<file path="src/rtl/pipeline_hazard_ctrl.sv">
// pipeline_hazard_ctrl
// ID/EX sequencing for the pipelined RAT MCU: a scoreboard of in-flight
// register-file writes detects RAW hazards, a taken branch in EX flushes
// IF/ID, and a small FSM runs interrupt entry (drain, interrupt pulse,
// vector load).
// Build option: define HAZ_FWD_EN to enable EX/WB forwarding selects so that
// only late (load) results and older producers stall the front end.
module pipeline_hazard_ctrl #(
    parameter int         PIPE_DEPTH = 2,
    parameter logic [9:0] VEC_ADDR   = 10'h3FF,
    parameter int         CNT_W      = 16
) (
    input  logic             clk,
    input  logic             rst,
    input  logic             id_valid,
    input  logic             id_uses_x,
    input  logic             id_uses_y,
    input  logic [4:0]       id_addr_x,
    input  logic [4:0]       id_addr_y,
    input  logic             id_rf_wr,
    input  logic [4:0]       id_wb_addr,
    input  logic             ex_is_load,
    input  logic             ex_br_taken,
    input  logic             int_req,
    input  logic             int_en,
    output logic             pc_stall,
    output logic             ifid_flush,
    output logic             idex_nop,
    output logic             idex_int,
    output logic             pc_vec_ld,
    output logic [9:0]       vec_addr,
    output logic             int_ack,
    output logic [1:0]       fwd_x,
    output logic [1:0]       fwd_y,
    output logic [CNT_W-1:0] stall_cnt
);

    localparam logic [1:0] ST_RUN   = 2'd0;
    localparam logic [1:0] ST_DRAIN = 2'd1;
    localparam logic [1:0] ST_INTR  = 2'd2;
    localparam logic [1:0] ST_VEC   = 2'd3;

    // Match vectors are padded to at least 3 bits so the EX / WB / older
    // split below is well formed for any PIPE_DEPTH; padding bits are 0.
    localparam int MW = (PIPE_DEPTH < 2) ? 3 : PIPE_DEPTH + 1;

    logic [PIPE_DEPTH-1:0] r_sb_vld;
    logic [4:0]            r_sb_addr [PIPE_DEPTH];
    logic [1:0]            r_state;
    logic [1:0]            w_state_next;
    logic [CNT_W-1:0]      r_stall_cnt;

    logic [MW-1:0]         w_match_x;
    logic [MW-1:0]         w_match_y;
    logic                  w_src_x;
    logic                  w_src_y;
    logic                  w_haz_x;
    logic                  w_haz_y;
    logic                  w_hazard;
    logic [1:0]            w_fwd_x;
    logic [1:0]            w_fwd_y;
    logic [PIPE_DEPTH-1:0] w_vld_shift;
    logic                  w_drain_done;
    logic                  w_issue;

    logic                  w_pc_stall;
    logic                  w_flush;
    logic                  w_nop;
    logic                  w_int;
    logic                  w_vec_ld;
    logic                  w_ack;

    assign w_src_x = id_valid & id_uses_x;
    assign w_src_y = id_valid & id_uses_y;

    // Per-entry address compare against both ID sources; entry 0 is the
    // instruction now in EX, entry 1 the one in WB, and so on.
    genvar gi;
    generate
        for (gi = 0; gi < MW; gi++) begin : g_match
            if (gi < PIPE_DEPTH) begin : g_live
                assign w_match_x[gi] = r_sb_vld[gi] && (r_sb_addr[gi] == id_addr_x);
                assign w_match_y[gi] = r_sb_vld[gi] && (r_sb_addr[gi] == id_addr_y);
            end else begin : g_pad
                assign w_match_x[gi] = 1'b0;
                assign w_match_y[gi] = 1'b0;
            end
        end
    endgenerate

`ifdef HAZ_FWD_EN
    // Youngest matching producer wins: EX result forwards unless it is a
    // late SCR/IN result (entry 0's load bit is ex_is_load itself, as that
    // entry describes the EX instruction), WB result forwards, older stalls.
    function automatic logic [2:0] resolve_src(input logic src,
                                               input logic [MW-1:0] m,
                                               input logic ld);
        logic [2:0] res;
        res = 3'b000;
        if (src) begin
            if (m[0]) begin
                res = ld ? 3'b100 : 3'b001;
            end else if (m[1]) begin
                res = 3'b010;
            end else if (|m[MW-1:2]) begin
                res = 3'b100;
            end
        end
        return res;
    endfunction

    assign {w_haz_x, w_fwd_x} = resolve_src(w_src_x, w_match_x, ex_is_load);
    assign {w_haz_y, w_fwd_y} = resolve_src(w_src_y, w_match_y, ex_is_load);
`else
    // Without forwarding every in-flight producer of a used source stalls.
    logic w_unused_load;
    assign w_unused_load = ex_is_load;
    assign w_haz_x = w_src_x & (|w_match_x);
    assign w_haz_y = w_src_y & (|w_match_y);
    assign w_fwd_x = 2'd0;
    assign w_fwd_y = 2'd0;
`endif

    assign w_hazard = w_haz_x | w_haz_y;

    // The oldest entry retires this cycle, so the pipe is empty after this
    // edge when every younger entry is invalid (DRAIN only inserts bubbles).
    assign w_vld_shift  = r_sb_vld << 1;
    assign w_drain_done = (w_vld_shift == '0);

    // Control outputs and next state; a taken branch overrides every hold.
    always_comb begin
        w_pc_stall   = 1'b0;
        w_flush      = 1'b0;
        w_nop        = 1'b0;
        w_int        = 1'b0;
        w_vec_ld     = 1'b0;
        w_ack        = 1'b0;
        w_state_next = r_state;
        case (r_state)
            ST_RUN: begin
                if (w_hazard) begin
                    w_pc_stall = 1'b1;
                    w_nop      = 1'b1;
                end else if (int_req && int_en && !ex_br_taken) begin
                    w_state_next = ST_DRAIN;
                end
            end
            ST_DRAIN: begin
                w_pc_stall = 1'b1;
                w_nop      = 1'b1;
                if (w_drain_done) begin
                    w_state_next = ST_INTR;
                end
            end
            ST_INTR: begin
                w_int        = 1'b1;
                w_pc_stall   = 1'b1;
                w_ack        = 1'b1;
                w_state_next = ST_VEC;
            end
            ST_VEC: begin
                w_vec_ld     = 1'b1;
                w_flush      = 1'b1;
                w_nop        = 1'b1;
                w_state_next = ST_RUN;
            end
            default: begin
                w_state_next = ST_RUN;
            end
        endcase
        if (ex_br_taken) begin
            w_pc_stall = 1'b0;
            w_flush    = 1'b1;
            w_nop      = 1'b1;
        end
    end

    // Reset forces every control output low in the same cycle it is asserted.
    assign pc_stall   = w_pc_stall & ~rst;
    assign ifid_flush = w_flush & ~rst;
    assign idex_nop   = w_nop & ~rst;
    assign idex_int   = w_int & ~rst;
    assign pc_vec_ld  = w_vec_ld & ~rst;
    assign int_ack    = w_ack & ~rst;
    assign fwd_x      = rst ? 2'd0 : w_fwd_x;
    assign fwd_y      = rst ? 2'd0 : w_fwd_y;
    assign vec_addr   = VEC_ADDR;
    assign stall_cnt  = rst ? '0 : r_stall_cnt;

    assign w_issue = id_valid & ~idex_nop;

    // Scoreboard shift: a real issue enters as valid, bubbles enter invalid.
    generate
        for (gi = 0; gi < PIPE_DEPTH; gi++) begin : g_sb
            always_ff @(posedge clk) begin
                if (rst) begin
                    r_sb_vld[gi]  <= 1'b0;
                    r_sb_addr[gi] <= 5'd0;
                end else if (gi == 0) begin
                    r_sb_vld[gi]  <= w_issue & id_rf_wr;
                    r_sb_addr[gi] <= id_wb_addr;
                end else begin
                    r_sb_vld[gi]  <= r_sb_vld[(gi > 0) ? gi - 1 : 0];
                    r_sb_addr[gi] <= r_sb_addr[(gi > 0) ? gi - 1 : 0];
                end
            end
        end
    endgenerate

    // Interrupt-entry state register.
    always_ff @(posedge clk) begin
        if (rst) begin
            r_state <= ST_RUN;
        end else begin
            r_state <= w_state_next;
        end
    end

    // Saturating count of front-end stall cycles.
    always_ff @(posedge clk) begin
        if (rst) begin
            r_stall_cnt <= '0;
        end else if (pc_stall && (r_stall_cnt != '1)) begin
            r_stall_cnt <= r_stall_cnt + 1'b1;
        end
    end

endmodule

</file>
<file path="config.mk">
export PLATFORM = sky130hd
export DESIGN_NAME = pipeline_hazard_ctrl
export DESIGN_NICKNAME = d
export VERILOG_FILES = /design/src/rtl/pipeline_hazard_ctrl.sv
export SDC_FILE = /design/constraint.sdc
export NUM_CORES = 1
export LEC_CHECK = 0
export ABC_AREA = 0
export CORE_UTILIZATION = 30
export DETAILED_ROUTE_END_ITERATION = 7
export GPL_TIMING_DRIVEN = 0
export SYNTH_ARGS = -nofsm -noshare
export SYNTH_HDL_FRONTEND = slang
export SYNTH_SLANG_ARGS = --single-unit
</file>
<file path="constraint.sdc">
create_clock -name clk -period 2.41 [get_ports clk]
set_clock_uncertainty 0.2 [all_clocks]
set_input_delay 0.482 -clock clk [delete_from_list [all_inputs] [get_ports clk]]
set_output_delay 0.482 -clock clk [all_outputs]
set_load 0.005 [all_outputs]
</file>
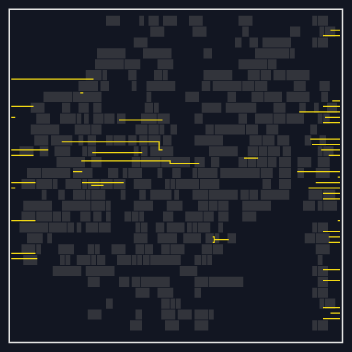
Run 1: metal 3
Drawn at 4 px/um.
- share of all routed wire: 5.4%
- nets with wire on the layer: 43
- wire length on this layer: 276 um

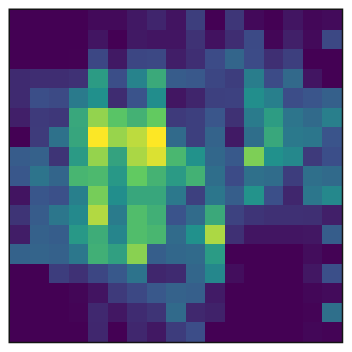
Run 1: wiring heat map
Drawn at 4 px/um. 17 x 17 tiles, from dark purple (low) to yellow (high), scaled to the fullest tile. Values are wire area over tile area, all layers added.
- nearly empty tiles: 21%
- emptiest ninth of the die: lower right
- mean over tiles: 0.12
- densest ninth of the die: center
- fullest tile: 0.46
- tiles over half the peak: 16%

==> reports/metrics.csv, run 1 <==
stage;metric;value;unit
setup_path;CP required;1.73;ns
global_route;first-pass GRT wire length;8710;um
placement;DP HPWL;3690;um
clock_network;CTS max path bufs;2;
route;DRT iter0 DRCs;59;
floorplan;die height;82.9;um
final_timing;minimum clock period;2.78;ns
final_timing;hold slack;0.295;ns
synthesis;cell taking the most area after synthesis;dfxtp_1;
status;status;complete, but fails checks;
power_and_ir_drop;internal power;0.000991;W
global_route;GRT Overall Usage;15.5;%
setup_path;Worst R2R Setup Slack;-0.12;ns
finish;final core utilization;44.2;%
synthesis;ys flops;30;
setup_path;crit start category;input pin;
route;routed vias/inst;4.78;
clock_network;clk slew on worst S/H paths;0.07;ns
status;violated checks;design-rule violations, negative setup slack;
synthesis;XOR Share, Synth;8.92;%
min_path;Worst Hold Launch;r_state[1];
placement;Area after DPL;2560;um2
synthesis;sequential fraction of the synthesis area;30.6;%
power_and_ir_drop;Cell Pwr Density;523;nW/um2
final_timing;period utilization;115;%
finish;Final Non-Filler Cells;383;
finish;logic area;1320;um2
floorplan;Initial Util;30.9;%
synthesis;Top area cell types;dfxtp_1 31%, mux2_2 7.5%, nor2b_1 7.3%, xor2_1 7.1%, buf_4 5.7%;
final_timing;Slew Viols, Final;0;
power_and_ir_drop;Comb pwr share;32.7;%
synthesis;ys cells;230;
final_timing;RSZ-0062 raised after global routing;yes;
final_timing;final setup fails;9;
global_route;vias in the first global route;1834;
finish;layout net count;335;
clock_network;Clock H-tree levels;2;
final_timing;Setup TNS Final;-1.26;ns
finish;Area Growth Syn to Fin;42.9;%
route;drt drc;2;
finish;FF/Latch Area;612;um2
synthesis;aoi share;8.60;%
floorplan;# IOs;61;
synthesis;top cells by count, synth;30 x dfxtp_1, 24 x nor2_1, 23 x nor2b_1;
clock_network;TritonCTS clock tree;yes;
floorplan;Die X;82.9;um
final_timing;Rel. slew slack;41.7;%
synthesis;Dominant comb cell;simple AND/OR/NAND/NOR gates;
route;vias;1830;
placement;dpl cells;364;
synthesis;number of flops mapped to enable cells by yosys;0;
clock_network;post-CTS sizing;66;
power_and_ir_drop;switching share of power;32.5;%
setup_path;CP cell instances;clkdlybuf4s15_1 -> xor2_1 -> nor4_1 -> nand4_1 -> a41oi_4 -> buf_6 -> o31a_1 -> o21ba_2 -> buf_2;
route;DR WL/cell;13.3;um
finish;share of layout cells above drive strength 1;30.4;%
placement;pre-CTS setup slack;-1.35;ns
setup_path;CP peak stage delay;0.29;ns
setup_path;Arr. time, crit path;2.10;ns
final_timing;setup ws final;-0.368;ns
power_and_ir_drop;NetSw;0.000477;W
floorplan;core area;6350;um2
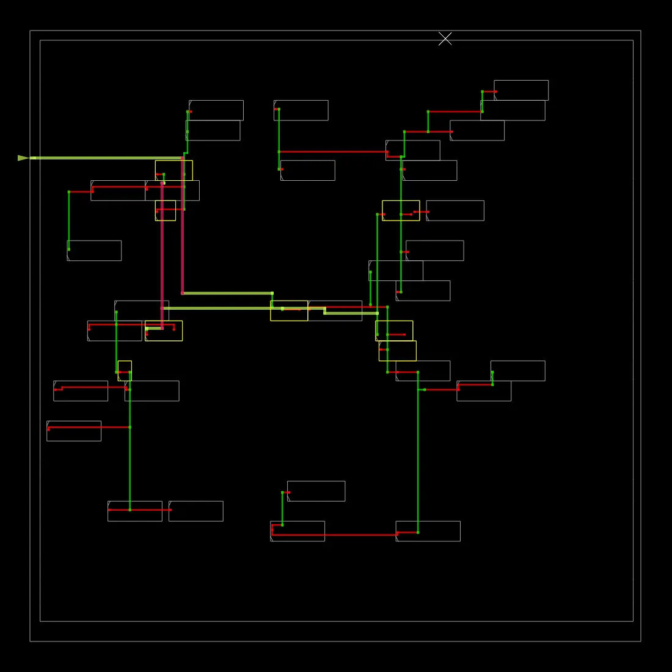
Run 1: clock wiring as the flow saved it
clk_buf instances: 6
number of buffers created by CTS: 5
P_clk: 0.000422 W
Flops: 30
CTS Sinks: 30

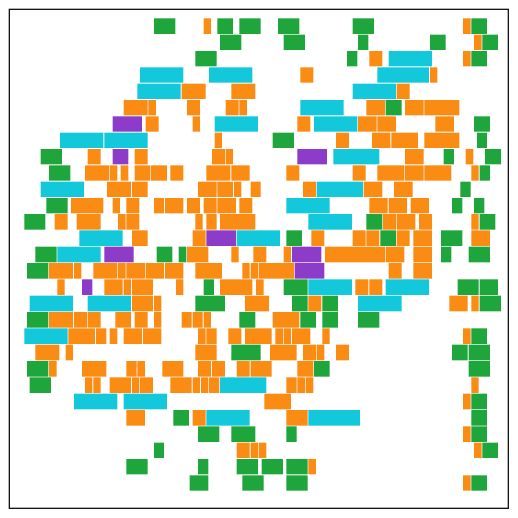
Run 1: placed cells, one color a class
Drawn at 6 px/um.
- other buffers and delay cells: green (cells 78; share of their area 24%)
- flops: cyan (cells 30; share of their area 23%)
- combinational and other logic: orange (cells 190; share of their area 50%)
- clock drivers and dummy loads: purple (cells 8; share of their area 3.5%)

==> run 1: final cells by class <==
type	instances	area share [%]
Buffer	22	6.38
Timing Repair Buffer	56	16.8
Inverter	9	1.20
Tap cell	77	3.43
Clock buffer	6	2.94
Sequential cell	30	21.8
Clock inverter	2	0.446
Multi-Input combinational cell	181	47.0
==> run 1: logic make-up (layout without fill, tap and decap cells) <==
kind of cell | after synthesis | after routing
DFF | 30 | 30
and+or+nand+nor | 106 | 106
xor gates and xnor gates | 20 | 20
other | 2 | 14
buffers and inverters | 31 | 95
AOI/OAI and AO/OA | 21 | 21
adders and majority gates | 5 | 5
muxes | 15 | 15
==> run 1: metal layers <==
metal  vias up  track usage (%)  wire, um
met5         -                0         0
met4         0             5.49        38
met1       850             19.2      2310
li1        922                -         -
met3         5             3.48       275
met2        53             26.2      2480
==> run 1: placed cells by master, fill, tap and decap left out, drive strengths merged, types with 2 or more instances in the layout <==
cell,netlist,layout
a41oi,2,2
nand4,8,8
nor2b,23,23
nor4,6,6
ha,5,5
xnor2,4,4
dlygate4sd2,0,2
clkbuf,5,13
and2,3,3
o211ai,6,6
xor2,16,16
nand2,13,13
nor3,7,7
a31oi,3,3
and4,4,4
and3,6,6
conb,2,14
nand2b,2,2
clkdlybuf4s50,0,30
o2111ai,3,3
mux2,14,14
dfxtp,30,30
buf,17,38
inv,9,9
or4b,4,4
nor2,24,24
nand3,4,4
==> run 1: path summary, 6_finish.rpt <==
check	to	depth (start not counted)
max	idex_nop	9
min	r_state[1]	2
max reg2reg	r_stall_cnt[7]	5
min reg2reg	r_state[1]	2
==> run 1: state kept, by name, summed over array words and instances (netlist names) <==
register,flops
r_stall_cnt,16
r_state,2
r_sb_vld,2
r_sb_addr,10
==> inputs of run 2 (changes only) <==
--- a/config.mk
+++ b/config.mk
@@ -6,9 +6,12 @@
 export NUM_CORES = 1
 export LEC_CHECK = 0
 export ABC_AREA = 0
-export CORE_UTILIZATION = 30
+export CELL_PAD_IN_SITES_DETAIL_PLACEMENT = 1
+export CELL_PAD_IN_SITES_GLOBAL_PLACEMENT = 2
+export CORE_UTILIZATION = 24
 export DETAILED_ROUTE_END_ITERATION = 7
 export GPL_TIMING_DRIVEN = 0
+export PLACE_DENSITY_LB_ADDON = 0.1
 export SYNTH_ARGS = -nofsm -noshare
 export SYNTH_HDL_FRONTEND = slang
 export SYNTH_SLANG_ARGS = --single-unit
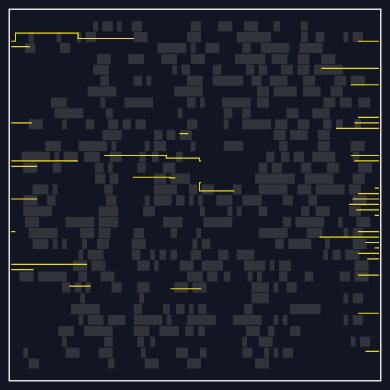
Run 2: metal 3
Drawn at 4 px/um.
- main direction: horizontal
- longest straight run: 18.6 um
- wire length on this layer: 286 um
- share of all routed wire: 4.7%
- nets with wire on the layer: 36

==> run 2 against run 1 <==
Against the previous run:
- the run ends with negative setup slack left
- via count up 0.82%
- worst hold slack better by 0.017 ns
- clock power up 1%
- combinational power down 3%
- final area up 1.6%
- worst setup slack worse by 0.0070 ns
- die size up 24%
- largest cell class unchanged
==> reports/metrics.csv, run 2 <==
stage;metric;value;unit
status;status;complete, but fails checks;
status;violated checks;negative setup slack;
global_route;grt ovf;0;
finish;Layout fillers;955;
route;M1 WL;2850;um
route;routed vias/inst;4.52;
setup_path;most frequent CP cell;buf_6;
floorplan;die height;92.5;um
finish;share of layout cells above drive strength 1;28.8;%
floorplan;core area;7810;um2
clock_network;TritonCTS clock tree;yes;
route;DR WL/cell;14.9;um
final_timing;setup ws final;-0.375;ns
final_timing;Setup TNS Final;-0.675;ns
final_timing;Max Freq;359;MHz
min_path;worst hold path type;reg2reg;
final_timing;Slew Viols, Final;0;
global_route;GR Util met3;3.45;%
synthesis;Synth warnings;0;
floorplan;die area;8550;um2
global_route;met2 Use GR;24.8;%
final_timing;hold slack;0.312;ns
finish;Largest register FFs;16;
synthesis;post-synth top area share;30.6;%
clock_network;CTS max path bufs;2;
placement;DP HPWL;4410;um
floorplan;Die X;92.5;um
placement;PortBufs;45;
global_route;GRT Overall Usage;14.5;%
finish;Regs by FF count;r_stall_cnt (16), r_sb_addr (10);
power_and_ir_drop;Leak;1.17;nW
synthesis;top cells by count, synth;30 x dfxtp_1, 24 x nor2_1, 23 x nor2b_1;
route;DRT iter0 DRCs;47;
synthesis;Chip Area, Yosys;1960;um2
setup_path;kind of critical path;in2out;
finish;largest register by flop count;r_stall_cnt;
setup_path;Arr. time, crit path;2.10;ns
final_timing;Rel. slew slack;62.0;%
route;Met3 Routed Length;285;um
clock_network;post-CTS sizing;64;
power_and_ir_drop;Cell Pwr Density;511;nW/um2
setup_path;crit start category;input pin;
final_timing;actual slew at the worst max-slew pin;0.569;ns
synthesis;Simple Share, Synth;30.6;%
route;drt drc;0;
finish;Top cell excl fill/tap;clkdlybuf4s50_1;
route;Max Used Layer;met4;
synthesis;ys flops;30;
final_timing;period utilization;116;%
floorplan;# IOs;61;
route;Routed WL;6060;um
synthesis;yosys adder share;3.18;%
route;vias;1845;
setup_path;CP peak stage delay;0.29;ns
clock_network;Post-CTS Setup Bufs;8;
floorplan;cell row count;32;
global_route;first-pass GRT wire length;9500;um
clock_network;CTS Sinks;30;
setup_path;CP required;1.73;ns
finish;Area Growth Syn to Fin;45.2;%
synthesis;aoi share;8.60;%
setup_path;Worst Path Max Fanout;3;
synthesis;XOR Share, Synth;8.92;%
clock_network;clk slew on worst S/H paths;0.06;ns
global_route;met1 Usage GRT;18.2;%
global_route;initial antenna violation count;0;
synthesis;ys cells;230;
setup_path;CP cell instances;dlygate4sd2_1 -> xor2_1 -> nor4_2 -> nand4_1 -> a41oi_4 -> buf_6 -> o31a_1 -> o21ba_4 -> buf_6;
finish;dominant logic cell types in the final layout;30 x clkdlybuf4s50_1, 26 x dfxtp_1, 24 x buf_4;
global_route;vias in the first global route;1847;
synthesis;Distinct cells, synth;43;
synthesis;sequential fraction of the synthesis area;30.6;%
route;Final ANT Viol Nets;0;
synthesis;cell with the most instances after synthesis;dfxtp_1;
global_route;grt peak-use layer;met2;
final_timing;endpoints failing hold;0;
synthesis;Dominant comb cell;simple AND/OR/NAND/NOR gates;
setup_path;CP Capture Type;output pin;
final_timing;minimum clock period;2.79;ns
synthesis;Syn Area/Cell;8.54;um2
global_route;largest net degree at the start of global routing;11;
setup_path;family with the most delay on the worst path;AND-OR/OR-AND gates;
setup_path;Worst R2R Setup Slack;0.03;ns
final_timing;RSZ-0062 raised after global routing;yes;
synthesis;ys flop type;dfxtp_1;
floorplan;Initial Util;25.2;%
final_timing;final setup fails;2;
synthesis;Top area cell types;dfxtp_1 31%, mux2_2 7.5%, nor2b_1 7.3%, xor2_1 7.1%, buf_4 5.7%;
clock_network;hold_buf cts;0;
finish;layout net count;335;
setup_path;Worst Path Buf+Inv;3;
clock_network;Clock H-tree levels;2;
synthesis;Mapped Cells;230;
route;met2 WL;2890;um
synthesis;cell taking the most area after synthesis;dfxtp_1;
synthesis;number of flops mapped to enable cells by yosys;0;
clock_network;number of buffers created by CTS;5;
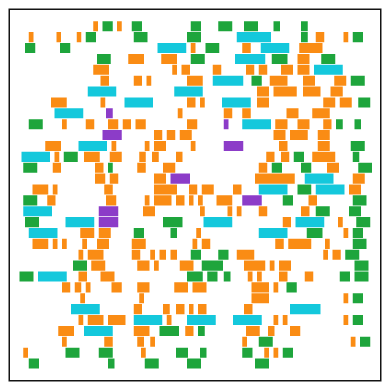
Run 2: placed cells, one color a class
Drawn at 4 px/um.
- flops: cyan (cells 30; share of their area 22%)
- clock drivers and dummy loads: purple (cells 8; share of their area 3.4%)
- other buffers and delay cells: green (cells 78; share of their area 25%)
- combinational and other logic: orange (cells 190; share of their area 50%)
Finished Cell Area: 2850 um2
final core utilization: 36.5%

[run 2: netlist changes by cell type in the layout (fill, tap and decap cells not counted), moves of 2 or more]
cell,before,now
buf_2,9,7
nor2b_2,2,0
buf_4,26,24
nor2b_1,21,23
mux2_4,2,0
mux2_2,11,13
[run 2: through the flow]
| step | worst slack [ns] | power, W | instance area, um2 | std cells | util, % |
|---|---|---|---|---|---|
| global placement | -1.42 | 0.00101 | 2590 | 389 | 33.1 |
| global route | -0.497 | 0.00156 | 2850 | 408 | 36.5 |
| floorplan | -0.0446 | 0.000830 | 2010 | 242 | - |
| detailed placement | -1.41 | 0.00102 | 2590 | 389 | 33.1 |
| finish | -0.375 | 0.00146 | 2850 | 408 | 36.5 |
| CTS | -0.394 | 0.00146 | 2770 | 405 | 35.4 |
[run 2: where the power goes]
group	switching (W)	leakage (nW)	internal, W
sequential	0.0000326	0.246	0.000529
combinational	0.000265	0.876	0.000202
clock	0.000198	0.0482	0.000230
total	0.000495	1.17	0.000961
[run 2: worst paths after layout]
| check | endpoint | startpoint | depth (start not counted) |
|---|---|---|---|
| max | idex_nop | id_addr_y[4] | 9 |
| min | r_sb_addr[1][3] | r_sb_addr[0][3] | 1 |
| max reg2reg | r_stall_cnt[13] | r_sb_addr[1][0] | 9 |
| min reg2reg | r_sb_addr[1][3] | r_sb_addr[0][3] | 1 |
[run 2: layout make-up]
type / instances / area [um2] / share of cell area [%]
multi-input cells: 181 / 1320 / 46.3
flip-flops and latches: 30 / 608 / 21.3
repair buffers: 56 / 499 / 17.5
plain buffers: 22 / 170 / 5.97
well taps: 102 / 128 / 4.48
clock buffers: 7 / 86.3 / 3.03
inverters: 9 / 33.8 / 1.18
clock inverters: 1 / 5.00 / 0.176
No activity file was given, so power comes from the tool's default toggle rates.
